## src/rtl/hermes_input_buffer.sv

```systemverilog
// Hermes router per-port input buffer: circular flit FIFO plus a packet FSM that
// requests routing for each header and streams header, size and payload to the crossbar.
module hermes_input_buffer #(
   parameter int FLIT_SIZE   = 32,
   parameter int BUFFER_SIZE = 8
) (
   input  logic                 clk_i,
   input  logic                 rst_ni,
   input  logic                 rx_i,
   input  logic [FLIT_SIZE-1:0] data_i,
   output logic                 credit_o,
   output logic                 req_o,
   input  logic                 ack_i,
   output logic                 sending_o,
   output logic                 tx_o,
   output logic [FLIT_SIZE-1:0] data_o,
   input  logic                 credit_i
);

   localparam int PTR_W = $clog2(BUFFER_SIZE);
   localparam logic [PTR_W:0] FULL_COUNT = (PTR_W+1)'(BUFFER_SIZE);

   typedef enum logic [2:0] {IDLE, REQ, HEADER, SIZE, PAYLOAD} state_t;

   state_t               state_reg, state_next;
   logic [PTR_W-1:0]     rd_ptr_reg, wr_ptr_reg;
   logic [PTR_W:0]       count_reg;
   logic [FLIT_SIZE-1:0] flit_cnt_reg, flit_cnt_next;
   logic [FLIT_SIZE-1:0] mem [BUFFER_SIZE];
   logic                 push, pop, tx, fifo_empty;

   assign fifo_empty = (count_reg == '0);
   assign credit_o   = (count_reg != FULL_COUNT);
   assign push       = rx_i && credit_o;
   assign pop        = tx && credit_i;
   assign tx_o       = tx;
   assign data_o     = mem[rd_ptr_reg];

   // Storage carries no reset; contents are only meaningful between the pointers.
   always_ff @(posedge clk_i) begin
      if (push) begin
         mem[wr_ptr_reg] <= data_i;
      end
   end

   always_ff @(posedge clk_i or negedge rst_ni) begin
      if (!rst_ni) begin
         state_reg    <= IDLE;
         rd_ptr_reg   <= '0;
         wr_ptr_reg   <= '0;
         count_reg    <= '0;
         flit_cnt_reg <= '0;
      end else begin
         state_reg    <= state_next;
         flit_cnt_reg <= flit_cnt_next;
         if (push) wr_ptr_reg <= wr_ptr_reg + 1'b1;
         if (pop)  rd_ptr_reg <= rd_ptr_reg + 1'b1;
         case ({push, pop})
            2'b10:   count_reg <= count_reg + 1'b1;
            2'b01:   count_reg <= count_reg - 1'b1;
            default: count_reg <= count_reg;
         endcase
      end
   end

   always_comb begin
      state_next    = state_reg;
      flit_cnt_next = flit_cnt_reg;
      tx            = 1'b0;
      req_o         = 1'b0;
      sending_o     = 1'b0;
      case (state_reg)
         IDLE: begin
            if (!fifo_empty) state_next = REQ;
         end
         REQ: begin
            req_o = 1'b1;
            if (ack_i) state_next = HEADER;
         end
         HEADER: begin
            sending_o = 1'b1;
            tx        = 1'b1;
            if (pop) state_next = SIZE;
         end
         SIZE: begin
            sending_o = 1'b1;
            tx        = !fifo_empty;
            if (pop) begin
               flit_cnt_next = data_o;
               // A zero-length packet ends right after its size flit.
               state_next    = (data_o == '0) ? IDLE : PAYLOAD;
            end
         end
         PAYLOAD: begin
            sending_o = 1'b1;
            tx        = !fifo_empty;
            if (pop) begin
               flit_cnt_next = flit_cnt_reg - 1'b1;
               if (flit_cnt_reg == FLIT_SIZE'(1)) state_next = IDLE;
            end
         end
         default: state_next = IDLE;
      endcase
   end

endmodule
```

## config.mk

```make
export PLATFORM = sky130hd
export DESIGN_NAME = hermes_input_buffer
export DESIGN_NICKNAME = d
export VERILOG_FILES = /design/src/rtl/hermes_input_buffer.sv
export SDC_FILE = /design/constraint.sdc
export NUM_CORES = 1
export LEC_CHECK = 0
export ABC_AREA = 1
export CAP_MARGIN = 20
export CORE_MARGIN = 5
export CORE_UTILIZATION = 50
export CTS_CLUSTER_DIAMETER = 80
export CTS_CLUSTER_SIZE = 25
export DETAILED_ROUTE_END_ITERATION = 10
export PLACE_DENSITY_LB_ADDON = 0.25
export SYNTH_ARGS = -nofsm -noshare
export SYNTH_HDL_FRONTEND = slang
export SYNTH_SLANG_ARGS = --single-unit
export TNS_END_PERCENT = 1
```

## constraint.sdc

```tcl
create_clock -name clk_i -period 2.8 [get_ports clk_i]
set_input_delay 0.84 -clock clk_i [delete_from_list [all_inputs] [get_ports clk_i]]
set_output_delay 0.84 -clock clk_i [all_outputs]
set_load 0.1 [all_outputs]
```

==> impl_metrics.py, run 1 <==
# Generated from Yosys and OpenROAD reports
metrics = {
    "synthesis": {
        "ys_sh_adder_pct": 0.7708,
        "edf_count": 256,
        "xor_area_share_pct": 1.569,
        "synth_cell_types": 35,
        "yosysTopAreaCell": "edfxtp_1",
        "top_area_share_pct": 55.07,
        "area_leaders": "edfxtp_1 (55%), nand2_1 (13%), dfrtp_1 (8.1%), inv_1 (6.1%), nand3_1 (5.5%)",
        "ys.flop_type": "edfxtp_1",
    },
    "finish": {
        "logic_gates": 882,
        "design.seq.count": 301,
        "nNonClkInverters": 231,
        "buffer_area_share_pct": 12.67,
        "largest_reg_flops": 256,
        "buffers": 154,
        "regArea_um2": 8818,
    },
    "setup_path": {
        "cpLargestDelayFamily": "buffers and inverters",
        "path_depth": 9,
        "cp_cell_sequence": "clkinv_8 > buf_12 > buf_12 > nand2_2 > nand3_2 > nand2_2 > o21ai_4 > inv_4 > buf_12",
        "path_max_fanout": 8,
        "crit_path_end": "data_o[3]",
        "r2r_slack_ps": 400,
        "setup.worst_path.start_class": "register",
        "startpoint": "rd_ptr_reg[0]$_DFFE_PN0P_",
    },
    "min_path": {
        "hold_class": "in -> async",
    },
    "floorplan": {
        "num_rows": 61,
        "die_x_um": 177.1,
        "initCoreUtil_pct": 50.39,
    },
    "outcome": {
        "violations": "setup timing",
        "status": "finished, violations left",
    },
    "placement": {
        "hpwl_mm": 21.25,
        "place_area_um2": 15880,
        "post-place-cells": 1920,
        "numPortBuffers": 72,
    },
    "global_routing": {
        "gr-usage-met1_pct": 30.22,
        "top_usage_layer": "met2",
        "antenna_found_initial": 0,
        "grt_pass1_wl_mm": 53.41,
        "gr-usage-met2_pct": 35.49,
        "grt_max_degree": 67,
    },
    "sta": {
        "period_needed_ps": 2971,
        "worst_pin_slew_ps": 601.0,
        "holdWs_ps": 324.3,
        "finalSetupViolCount": 32,
        "worst_slack_ps": -171.3,
        "timing.final.max_slew_violations": 0,
    },
    "detailed_routing": {
        "wl_met1_mm": 14.99,
        "wl_met3_mm": 1.939,
        "dr.pass1.iters": 5,
        "totalWireLength_mm": 35.10,
        "vias_per_cell": 5.240,
    },
    "clock_tree": {
        "clk_latency_ps": 520,
        "cts.sinks": 301,
        "post-cts-setup-buffer-count": 0,
        "cts_max_level": 1,
        "clockRootBuffer": "clkbuf_16",
    },
    "job": {
        "tool_warnings": 30,
    },
}
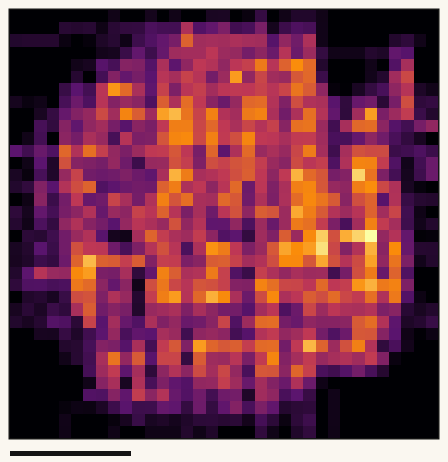
(run_1/wire_density.png)
Scale bar: 50 um. The die is cut into 35 by 35 equal tiles; black is low, pale yellow is high, scaled to the fullest tile. Values are wire area over tile area, all layers added.
emptiest ninth of the die: bottom left
fullest tile: 0.58
mean over tiles: 0.18
nearly empty tiles: 17%
tiles over half the peak: 23%

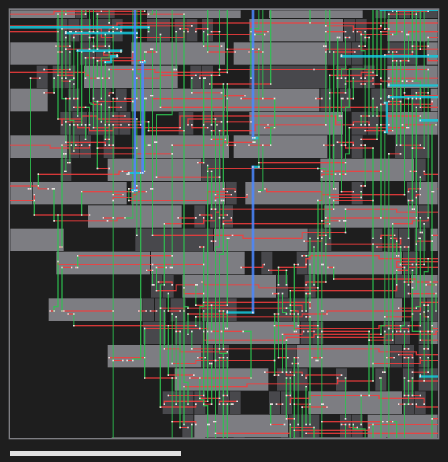
(run_1/zoom.png)
Scale bar: 20 um. Region (19, 19) to (69, 69) um. Cells in grey, sequential cells in the stronger grey; small squares are vias.
| colour | layer |
|---|---|
| blue | met4 |
| green | met2 |
| red | met1 |
| cyan | met3 |
sequential cells in the window: 36
cells with their middle in the window: 148
netlist names of flops here include: mem (36)
most frequent: nand2_1 (59), edfxtp_1 (36), inv_1 (20)

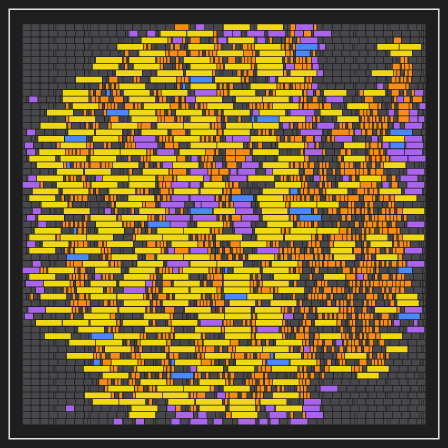
(run_1/cell_classes.png)
Fill, decap, tap and diode cells in grey.
| colour | class | cells | share of their area |
|---|---|---|---|
| purple | other buffers and delay cells | 154 | 13% |
| yellow | flip-flops | 301 | 52% |
| orange | all other logic | 1113 | 31% |
| blue | clock drivers and dummy loads | 30 | 3.1% |

==> run_1/registers.png <==
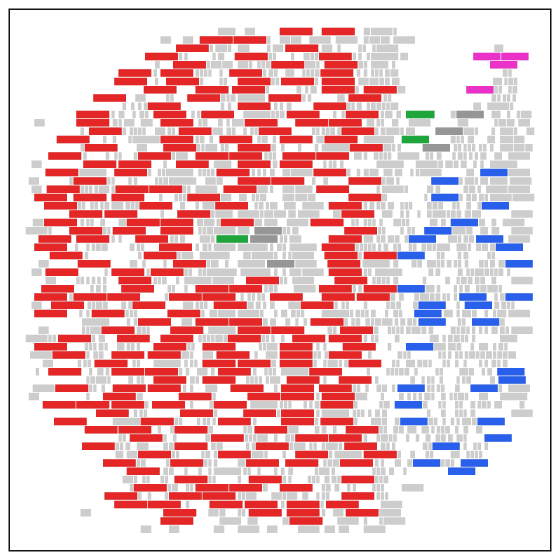

--- run 2 (diff from run 1) ---
Settings changed: GPL_ROUTABILITY_DRIVEN set to 1, TNS_END_PERCENT 1 to 10.
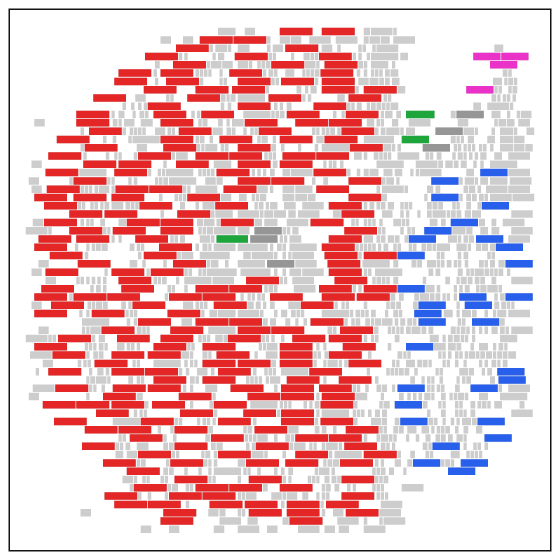
(run_2/registers.png)
| colour | netlist name | flops |
|---|---|---|
| red | mem | 256 |
| magenta | count_reg | 4 |
| blue | flit_cnt_reg | 32 |
| green | rd_ptr_reg | 3 |
not coloured: 6

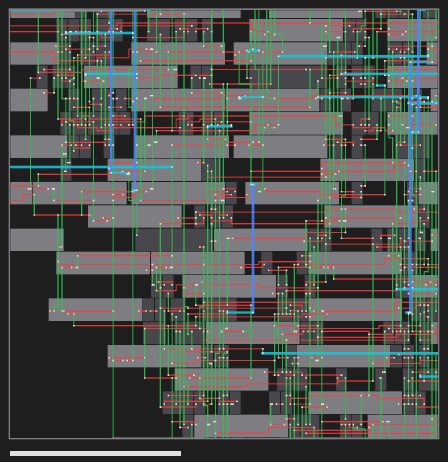
(run_2/zoom.png)
Scale bar: 20 um. Region (19, 19) to (69, 69) um. Cells in grey, sequential cells in the stronger grey; small squares are vias.

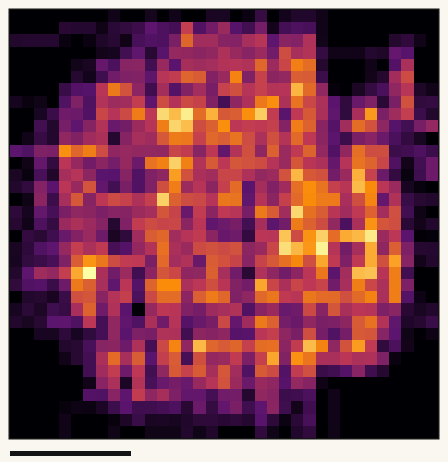
(run_2/wire_density.png)
Scale bar: 50 um. The die is cut into 35 by 35 equal tiles; black is low, pale yellow is high, scaled to the fullest tile. Values are wire area over tile area, all layers added.
Via Count: 10.36k
WL per Instance: 17.78 um

==> impl_metrics.py, run 2 <==
# Generated from Yosys and OpenROAD reports
metrics = {
    "global_routing": {
        "antenna_found_initial": 0,
        "top_usage_layer": "met2",
        "gr-usage-met2_pct": 35.55,
        "gr-usage-met1_pct": 30.24,
        "grt_max_degree": 67,
        "grt_pass1_wl_mm": 53.42,
    },
    "finish": {
        "nNonClkInverters": 231,
        "buffer_area_share_pct": 12.68,
        "regArea_um2": 8818,
        "logic_gates": 882,
        "buffers": 154,
        "largest_reg_flops": 256,
        "design.seq.count": 301,
        "final_util_pct": 62.45,
        "clock_area_share_pct": 3.008,
    },
    "detailed_routing": {
        "wl_met3_mm": 2.300,
        "wl_met1_mm": 14.65,
        "drtIter0Drc": 916,
        "dr.pass1.iters": 5,
        "vias_per_cell": 5.240,
        "totalWireLength_mm": 35.12,
    },
    "sta": {
        "fin_worst_skew_ps": 28.26,
        "finalSetupViolCount": 32,
        "period_needed_ps": 2978,
        "worst_slack_ps": -178.0,
        "worst_pin_slew_ps": 599.8,
        "holdWs_ps": 323.6,
        "timing.final.max_slew_violations": 0,
    },
    "setup_path": {
        "cp_cell_sequence": "clkinv_8 > buf_12 > buf_6 > buf_6 > nand2_1 > nand3_1 > nand2_1 > o21ai_2 > inv_2 > buf_12",
        "r2r_slack_ps": 400,
        "path_max_fanout": 5,
        "cpLargestDelayFamily": "buffers and inverters",
        "critPathMaxStageDelay_ps": 560,
        "crit_path_end": "data_o[14]",
        "path_class": "reg -> out",
        "path_depth": 10,
        "setup.worst_path.start_class": "register",
        "startpoint": "rd_ptr_reg[0]$_DFFE_PN0P_",
    },
    "floorplan": {
        "die_x_um": 177.1,
        "initCoreUtil_pct": 50.39,
        "num_rows": 61,
        "num_io_pins": 73,
    },
    "synthesis": {
        "area_leaders": "edfxtp_1 (55%), nand2_1 (13%), dfrtp_1 (8.1%), inv_1 (6.1%), nand3_1 (5.5%)",
        "edf_count": 256,
        "async_reset_ff_share_pct": 14.95,
        "ys.flop_type": "edfxtp_1",
        "synth_cell_types": 35,
        "ys_sh_adder_pct": 0.7708,
        "top_area_share_pct": 55.07,
        "yosysTopAreaCell": "edfxtp_1",
        "yosysSeqAreaShare_pct": 63.14,
        "xor_area_share_pct": 1.569,
    },
    "placement": {
        "hpwl_mm": 21.25,
        "post-place-cells": 1920,
        "place_area_um2": 15880,
        "numPortBuffers": 72,
    },
    "clock_tree": {
        "post_cts_resized": 57,
        "clockRootBuffer": "clkbuf_16",
        "clk_pin_slew_worst_paths_ps": 100,
        "cts.sinks": 301,
        "clk_latency_ps": 520,
        "cts_max_level": 1,
    },
    "outcome": {
        "violations": "setup timing",
        "status": "finished, violations left",
    },
    "job": {
        "tool_warnings": 30,
    },
    "min_path": {
        "hold_class": "in -> async",
    },
}
